### src/rtl/id_ex_alu_ctrl.sv
// ID/EX pipeline boundary: decodes RV32I instructions into ALU operands and control code,
// registered with stall (hold) and flush (bubble) support.
module id_ex_alu_ctrl #(
  parameter int          XLEN     = 32,
  parameter logic [3:0]  NOP_CTRL = 4'h2
) (
  input  logic            clk,
  input  logic            rst,
  input  logic            id_valid,
  input  logic [31:0]     id_instr,
  input  logic [XLEN-1:0] id_pc,
  input  logic [XLEN-1:0] id_rs1_data,
  input  logic [XLEN-1:0] id_rs2_data,
  input  logic            stall,
  input  logic            flush,
  output logic            ex_valid,
  output logic [XLEN-1:0] ex_alu_a,
  output logic [XLEN-1:0] ex_alu_b,
  output logic [3:0]      ex_alu_control,
  output logic [4:0]      ex_rd,
  output logic            ex_reg_write,
  output logic            ex_illegal
);

  localparam logic [3:0] ALU_AND   = 4'b0000;
  localparam logic [3:0] ALU_OR    = 4'b0001;
  localparam logic [3:0] ALU_ADD   = 4'b0010;
  localparam logic [3:0] ALU_XOR   = 4'b0011;
  localparam logic [3:0] ALU_SLL   = 4'b0100;
  localparam logic [3:0] ALU_SRL   = 4'b0101;
  localparam logic [3:0] ALU_SUB   = 4'b0110;
  localparam logic [3:0] ALU_SLT   = 4'b0111;
  localparam logic [3:0] ALU_SLTU  = 4'b1000;
  localparam logic [3:0] ALU_SRA   = 4'b1001;
  localparam logic [3:0] ALU_PASSB = 4'b1011;

  localparam logic [6:0] OP_R      = 7'b0110011;
  localparam logic [6:0] OP_I      = 7'b0010011;
  localparam logic [6:0] OP_LUI    = 7'b0110111;
  localparam logic [6:0] OP_AUIPC  = 7'b0010111;
  localparam logic [6:0] OP_JAL    = 7'b1101111;
  localparam logic [6:0] OP_JALR   = 7'b1100111;
  localparam logic [6:0] OP_LOAD   = 7'b0000011;
  localparam logic [6:0] OP_STORE  = 7'b0100011;
  localparam logic [6:0] OP_BRANCH = 7'b1100011;

  logic [6:0]      opcode;
  logic [2:0]      f3;
  logic [6:0]      f7;
  logic            f7b5;
  logic [4:0]      rd_field;
  logic [XLEN-1:0] imm_i, imm_s, imm_u, imm_shamt;

  assign opcode    = id_instr[6:0];
  assign rd_field  = id_instr[11:7];
  assign f3        = id_instr[14:12];
  assign f7        = id_instr[31:25];
  assign f7b5      = id_instr[30];
  assign imm_i     = {{20{id_instr[31]}}, id_instr[31:20]};
  assign imm_s     = {{20{id_instr[31]}}, id_instr[31:25], id_instr[11:7]};
  assign imm_u     = {id_instr[31:12], 12'b0};
  assign imm_shamt = {27'b0, id_instr[24:20]};

  // f7b5 picks SUB only for register-register ops; immediate ops have no SUBI
  function automatic logic [3:0] alu_code(input logic [2:0] fn3, input logic alt,
                                          input logic is_reg);
    case (fn3)
      3'b000:  alu_code = (is_reg && alt) ? ALU_SUB : ALU_ADD;
      3'b001:  alu_code = ALU_SLL;
      3'b010:  alu_code = ALU_SLT;
      3'b011:  alu_code = ALU_SLTU;
      3'b100:  alu_code = ALU_XOR;
      3'b101:  alu_code = alt ? ALU_SRA : ALU_SRL;
      3'b110:  alu_code = ALU_OR;
      default: alu_code = ALU_AND;
    endcase
  endfunction

  logic [XLEN-1:0] dec_a, dec_b;
  logic [3:0]      dec_ctrl;
  logic            dec_rw, dec_ill;

  always_comb begin
    dec_a    = '0;
    dec_b    = '0;
    dec_ctrl = NOP_CTRL;
    dec_rw   = 1'b0;
    dec_ill  = 1'b0;
    case (opcode)
      OP_R: begin
        if (f7 == 7'b0000000 || f7 == 7'b0100000) begin
          dec_a    = id_rs1_data;
          dec_b    = id_rs2_data;
          dec_ctrl = alu_code(f3, f7b5, 1'b1);
          dec_rw   = 1'b1;
        end else begin
          dec_ill  = 1'b1;
        end
      end
      OP_I: begin
        dec_a    = id_rs1_data;
        dec_b    = (f3 == 3'b001 || f3 == 3'b101) ? imm_shamt : imm_i;
        dec_ctrl = alu_code(f3, f7b5, 1'b0);
        dec_rw   = 1'b1;
      end
      OP_LUI: begin
        dec_b    = imm_u;
        dec_ctrl = ALU_PASSB;
        dec_rw   = 1'b1;
      end
      OP_AUIPC: begin
        dec_a    = id_pc;
        dec_b    = imm_u;
        dec_ctrl = ALU_ADD;
        dec_rw   = 1'b1;
      end
      OP_JAL, OP_JALR: begin
        dec_a    = id_pc;
        dec_b    = 32'd4;
        dec_ctrl = ALU_ADD;
        dec_rw   = 1'b1;
      end
      OP_LOAD: begin
        dec_a    = id_rs1_data;
        dec_b    = imm_i;
        dec_ctrl = ALU_ADD;
        dec_rw   = 1'b1;
      end
      OP_STORE: begin
        dec_a    = id_rs1_data;
        dec_b    = imm_s;
        dec_ctrl = ALU_ADD;
      end
      OP_BRANCH: begin
        dec_a    = id_rs1_data;
        dec_b    = id_rs2_data;
        dec_ctrl = ALU_SUB;
      end
      default: dec_ill = 1'b1;
    endcase
  end

  logic            valid_q, valid_d;
  logic [XLEN-1:0] a_q, a_d, b_q, b_d;
  logic [3:0]      ctrl_q, ctrl_d;
  logic [4:0]      rd_q, rd_d;
  logic            rw_q, rw_d;
  logic            ill_q, ill_d;

  // flush and an idle decode slot both produce the same bubble as reset
  always_comb begin
    valid_d = valid_q;
    a_d     = a_q;
    b_d     = b_q;
    ctrl_d  = ctrl_q;
    rd_d    = rd_q;
    rw_d    = rw_q;
    ill_d   = ill_q;
    if (flush || (!stall && !id_valid)) begin
      valid_d = 1'b0;
      a_d     = '0;
      b_d     = '0;
      ctrl_d  = NOP_CTRL;
      rd_d    = '0;
      rw_d    = 1'b0;
      ill_d   = 1'b0;
    end else if (!stall) begin
      valid_d = 1'b1;
      a_d     = dec_a;
      b_d     = dec_b;
      ctrl_d  = dec_ctrl;
      rd_d    = rd_field;
      rw_d    = dec_rw && (rd_field != 5'd0);
      ill_d   = dec_ill;
    end
  end

  always_ff @(posedge clk) begin
    if (rst) begin
      valid_q <= 1'b0;
      a_q     <= '0;
      b_q     <= '0;
      ctrl_q  <= NOP_CTRL;
      rd_q    <= '0;
      rw_q    <= 1'b0;
      ill_q   <= 1'b0;
    end else begin
      valid_q <= valid_d;
      a_q     <= a_d;
      b_q     <= b_d;
      ctrl_q  <= ctrl_d;
      rd_q    <= rd_d;
      rw_q    <= rw_d;
      ill_q   <= ill_d;
    end
  end

  assign ex_valid       = valid_q;
  assign ex_alu_a       = a_q;
  assign ex_alu_b       = b_q;
  assign ex_alu_control = ctrl_q;
  assign ex_rd          = rd_q;
  assign ex_reg_write   = rw_q;
  assign ex_illegal     = ill_q;

endmodule

### config.mk
export PLATFORM = sky130hd
export DESIGN_NAME = id_ex_alu_ctrl
export DESIGN_NICKNAME = d
export VERILOG_FILES = /design/src/rtl/id_ex_alu_ctrl.sv
export SDC_FILE = /design/constraint.sdc
export NUM_CORES = 1
export LEC_CHECK = 0
export CAP_MARGIN = 5
export CORE_UTILIZATION = 41
export CTS_CLUSTER_DIAMETER = 200
export DETAILED_ROUTE_END_ITERATION = 7
export HOLD_SLACK_MARGIN = 0.05
export PLACE_DENSITY = 0.86
export SYNTH_ARGS = -nofsm -noshare
export SYNTH_HDL_FRONTEND = slang
export SYNTH_SLANG_ARGS = --single-unit
### constraint.sdc
create_clock -name clk -period 3 [get_ports clk]
set_clock_uncertainty 0.1 [all_clocks]
set_input_delay 0.45 -clock clk [delete_from_list [all_inputs] [get_ports clk]]
set_output_delay 0.45 -clock clk [all_outputs]
set_load 0.03 [all_outputs]
**Drive-strength map**

Bar = 20 um.
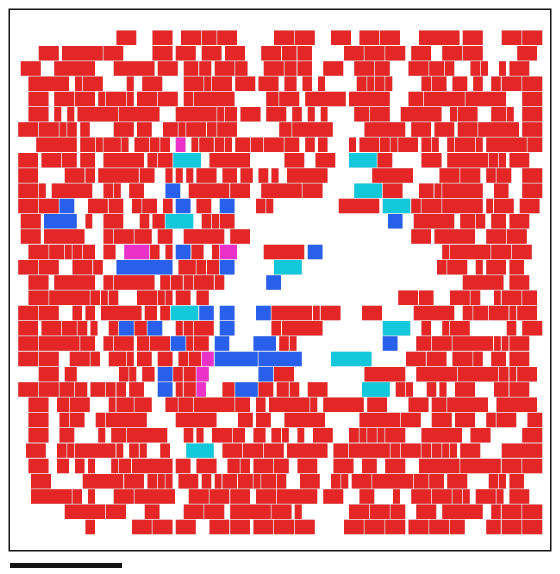
[red] drive 1 or less | cells: 596 | share: 93% | most used: clkdlybuf4s50_1
[magenta] drive 2 | cells: 6 | share: 0.94%
[blue] drive 3 to 4 | cells: 27 | share: 4.2% | most used: buf_4
[cyan] drive 6 and up | cells: 11 | share: 1.7% | most used: clkbuf_8

**Cells colored by class**

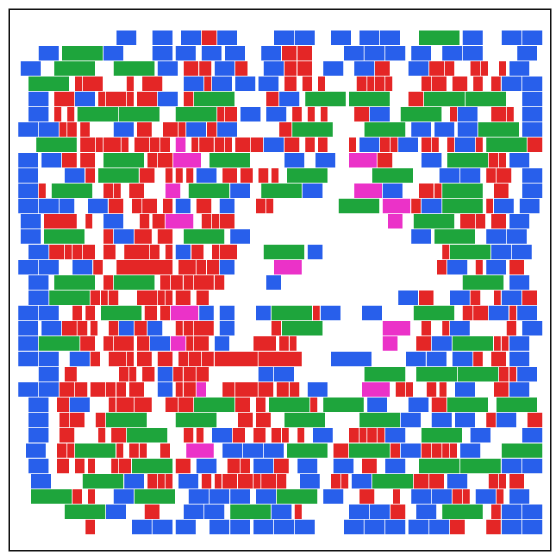
[blue] other buffers and delay cells | cells: 226
[magenta] clock drivers and dummy loads | cells: 16
[red] all other logic | cells: 322
[green] flip-flops | cells: 76
FP Rows: 33
final instance area: 5960 um2

==> flow_summary.json <==
{
  "status": "finished clean",
  "wl_per_cell_um": 16.7,
  "ant_nets": 0,
  "buf_share": 0.374,
  "crit_slowest_cell": "clkdlybuf4s50_1",
  "flops": 76,
  "slew_headroom": 0.652,
  "antenna_found_initial": 0,
  "inverters": 5,
  "syn_area_per_cell_um2": 8.42,
  "clockBufferDepth": 2,
  "cp_num_cells": 8,
  "tightestPinTransition_ps": 522,
  "max_freq_mhz": 426,
  "end_kind": "flop",
  "ys_area_um2": 3630,
  "highest_layer": "met4",
  "crit_type": "in -> reg",
  "grt_usage": 0.263,
  "pin_count": 209,
  "grt_pass1_wl_mm": 18.8,
  "dieHeight_um": 96.1,
  "grt_max_degree": 37,
  "nets": 768,
  "wl_met2_mm": 6.16,
  "synth_top_area_share": 0.419,
  "irDropWorstVdd_uv": 186,
  "yosys_cells": 431,
  "hp-class": "reg -> reg",
  "taps": 105,
  "rsz0062_at_grt": "no",
  "maxCapViolCount": 0,
  "simple_gate_share": 0.210,
  "endpoint": "ex_alu_a[1]",
  "startpoint": "id_instr[1]",
  "clkTransAtPathRegs_ps": 80,
  "synth-compound-area-share": 0.290,
  "warning_count": 26,
  "cts_buffers": 9,
  "ff_type": "dfxtp_1",
  "logic_area_um2": 1880,
  "finalSetupViolations": 0,
  "top_usage_layer": "met2",
  "area_leaders": "dfxtp_1 (42%), a22oi_1 (7.9%), nand2_1 (7.1%)",
  "clock_sinks": 76,
  "startpoint_type": "primary input",
  "fin_crit_ps": 2350,
  "met1_usage": 0.293,
  "largest_area_cell": "dfxtp_1",
  "cellLeakagePower_nw": 2.07,
  "area_growth_pct": 64.2,
  "logic_family": "AND-OR/OR-AND gates",
  "drc_errors": 0,
  "vias": 4100,
  "use_met2": 0.466,
  "synthCells": 431,
  "ys_warn_count": 0,
  "num-fill-cells": 641,
  "cts_resized": 0,
  "insertion_delay_ps": 350,
  "cp_max_fo": 32,
  "clock_area_frac": 0.0298,
  "yosysSeqAreaShare": 0.419,
  "synthXorXnorAreaFrac": 0.00241,
  "post-dp-hpwl_mm": 9.42,
  "rr_worst_depth": 2,
  "cts_tree": "built",
  "drt-met1-wl_mm": 4.72,
  "syn_area_um2": 3630,
  "clock-root-buffer": "clkbuf_8",
  "cp.arrival_ps": 2520,
  "dieArea_um2": 9230,
  "drtIter0Drc": 157,
  "hold_viol": 0,
  "synth.area.mux_share": 0.0138,
  "met3_length_mm": 1.23,
  "comb_area_share": 0.316,
  "wirelength_mm": 12.4,
  "drive_gt1_frac": 0.0688,
  "synthTopCellsByCount": "dfxtp_1 (76), nand2_1 (69), o21ai_1 (44), a22oi_1 (38)",
  "dr.pass1.iters": 5,
  "nClkBuffers": 10,
  "min-delay-start": "ex_alu_a[5]",
  "path_cells": "clkdlybuf4s50_1, and3b_1, and3_1, buf_4, a21o_1, buf_4, a22oi_1, o21ai_0",
  "core_area_um2": 8380,
  "buffers": 226,
  "synth_cell_types": 53,
  "cp_common_cell": "buf_4",
  "finalPower_w": 0.00205,
  "dominant_cells": "non-clock buffers",
  "grtUsageMet3": 0.0719,
  "syn_nets": 564,
  "slew_viol_final": 0,
  "crit_required_ps": 3170,
  "overflow": 0,
  "cts_hold_buf": 0,
  "grt_pass1_vias": 3942,
  "avgViaCountPerCell": 5.50,
  "globalplace.congestion": 0.918,
  "tns_ps": 0,
  "postCtsSetupRepairBufs": 0,
  "rrSetupSlack_ps": 2030,
  "p_per_area_nw_per_um2": 344,
  "port_buffers": 208,
  "antennaDiodeCount": 0,
  "reg2reg_from": "ex_alu_control[0]",
  "critPathTopFamily": "buffers and inverters",
  "edf_count": 0,
  "die_width_um": 96.1,
  "rr_endpoint": "ex_alu_control[0]",
  "ys_ff": 76,
  "top_cell": "dfxtp_1",
  "multi_input_comb_cells": 317,
  "finalClockPeriodUsage": 0.782,
  "fp_util": 0.433,
  "seq_share": 0.255,
  "crit_buf_inv": 3,
  "synthAdderAreaFrac": 0,
  "max_stage_delay_ps": 560
}
**Where the registers sit**

Bar = 20 um.
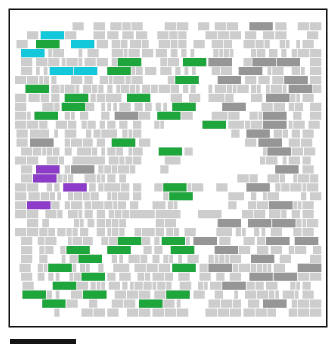
[purple] ex_alu_control | placed flops: 4 | where: middle left
[cyan] ex_rd | placed flops: 5 | where: upper left
[green] ex_alu_b | placed flops: 32
storage element area: 1520 um2
sequential power: 0.00101 W
final core area utilization: 0.711

==> worst min path at each step <==
stage	cells after the start	endpoint
detailed placement	2	ex_alu_a[5]
global placement	2	ex_alu_a[15]
floorplan	2	ex_alu_a[14]
global route	2	ex_alu_a[10]
finish	2	ex_alu_a[5]
CTS	2	ex_alu_a[9]
==> power by group <==
| group | switching, W | internal (W) |
|---|---|---|
| sequential | 0.00000230 | 0.00101 |
| combinational | 0.000126 | 0.000201 |
| clock | 0.000391 | 0.000320 |
| total | 0.000519 | 0.00153 |
==> layout by cell type, fill, tap and decap left out, drive strengths merged, types with 3 or more instances in the layout <==
cell / count
clkdlybuf4s50: 208
dfxtp: 76
o21ai: 71
nand2: 69
a22oi: 38
a211oi: 26
and3: 21
buf: 18
nor2: 16
a21oi: 13
clkbuf: 10
nand3b: 8
nor3: 7
inv: 5
nand3: 5
mux2i: 5
nand2b: 4
clkinvlp: 4
nor2b: 3
a31oi: 3
==> worst register-to-register path, stage by stage (launching register included) <==
cell,delay (ps)
dfxtp_1,340
a222oi_1,330
nor3_1,80
==> registers in the layout, summed over array words and instances, names as in the netlist <==
| signal | flops |
|---|---|
| ex_reg_write | 1 |
| ex_valid | 1 |
| ex_alu_a | 32 |
| ex_alu_b | 32 |
| ex_rd | 5 |
| ex_alu_control | 4 |
| ex_illegal | 1 |
==> stage by stage <==
step	util	setup WS, ps	instances	area, um2	hold slack [ps]
2_1_floorplan	-	953	431	3630	472
3_3_place_gp	0.690	356	729	5780	335
3_5_place_dp	0.690	291	729	5780	340
4_1_cts	0.711	661	745	5960	352
5_1_grt	0.711	567	745	5960	377
6_report	0.711	653	745	5960	350
==> cells by family (layout without fill, tap and decap cells) <==
logic type	Yosys count	count (layout)
simple gates	148	148
mux	5	5
xor+xnor	1	1
compound gates	163	163
buf+inv	38	247
flops	76	76
Power figures rest on the tool's default switching activity, not on a simulated workload.
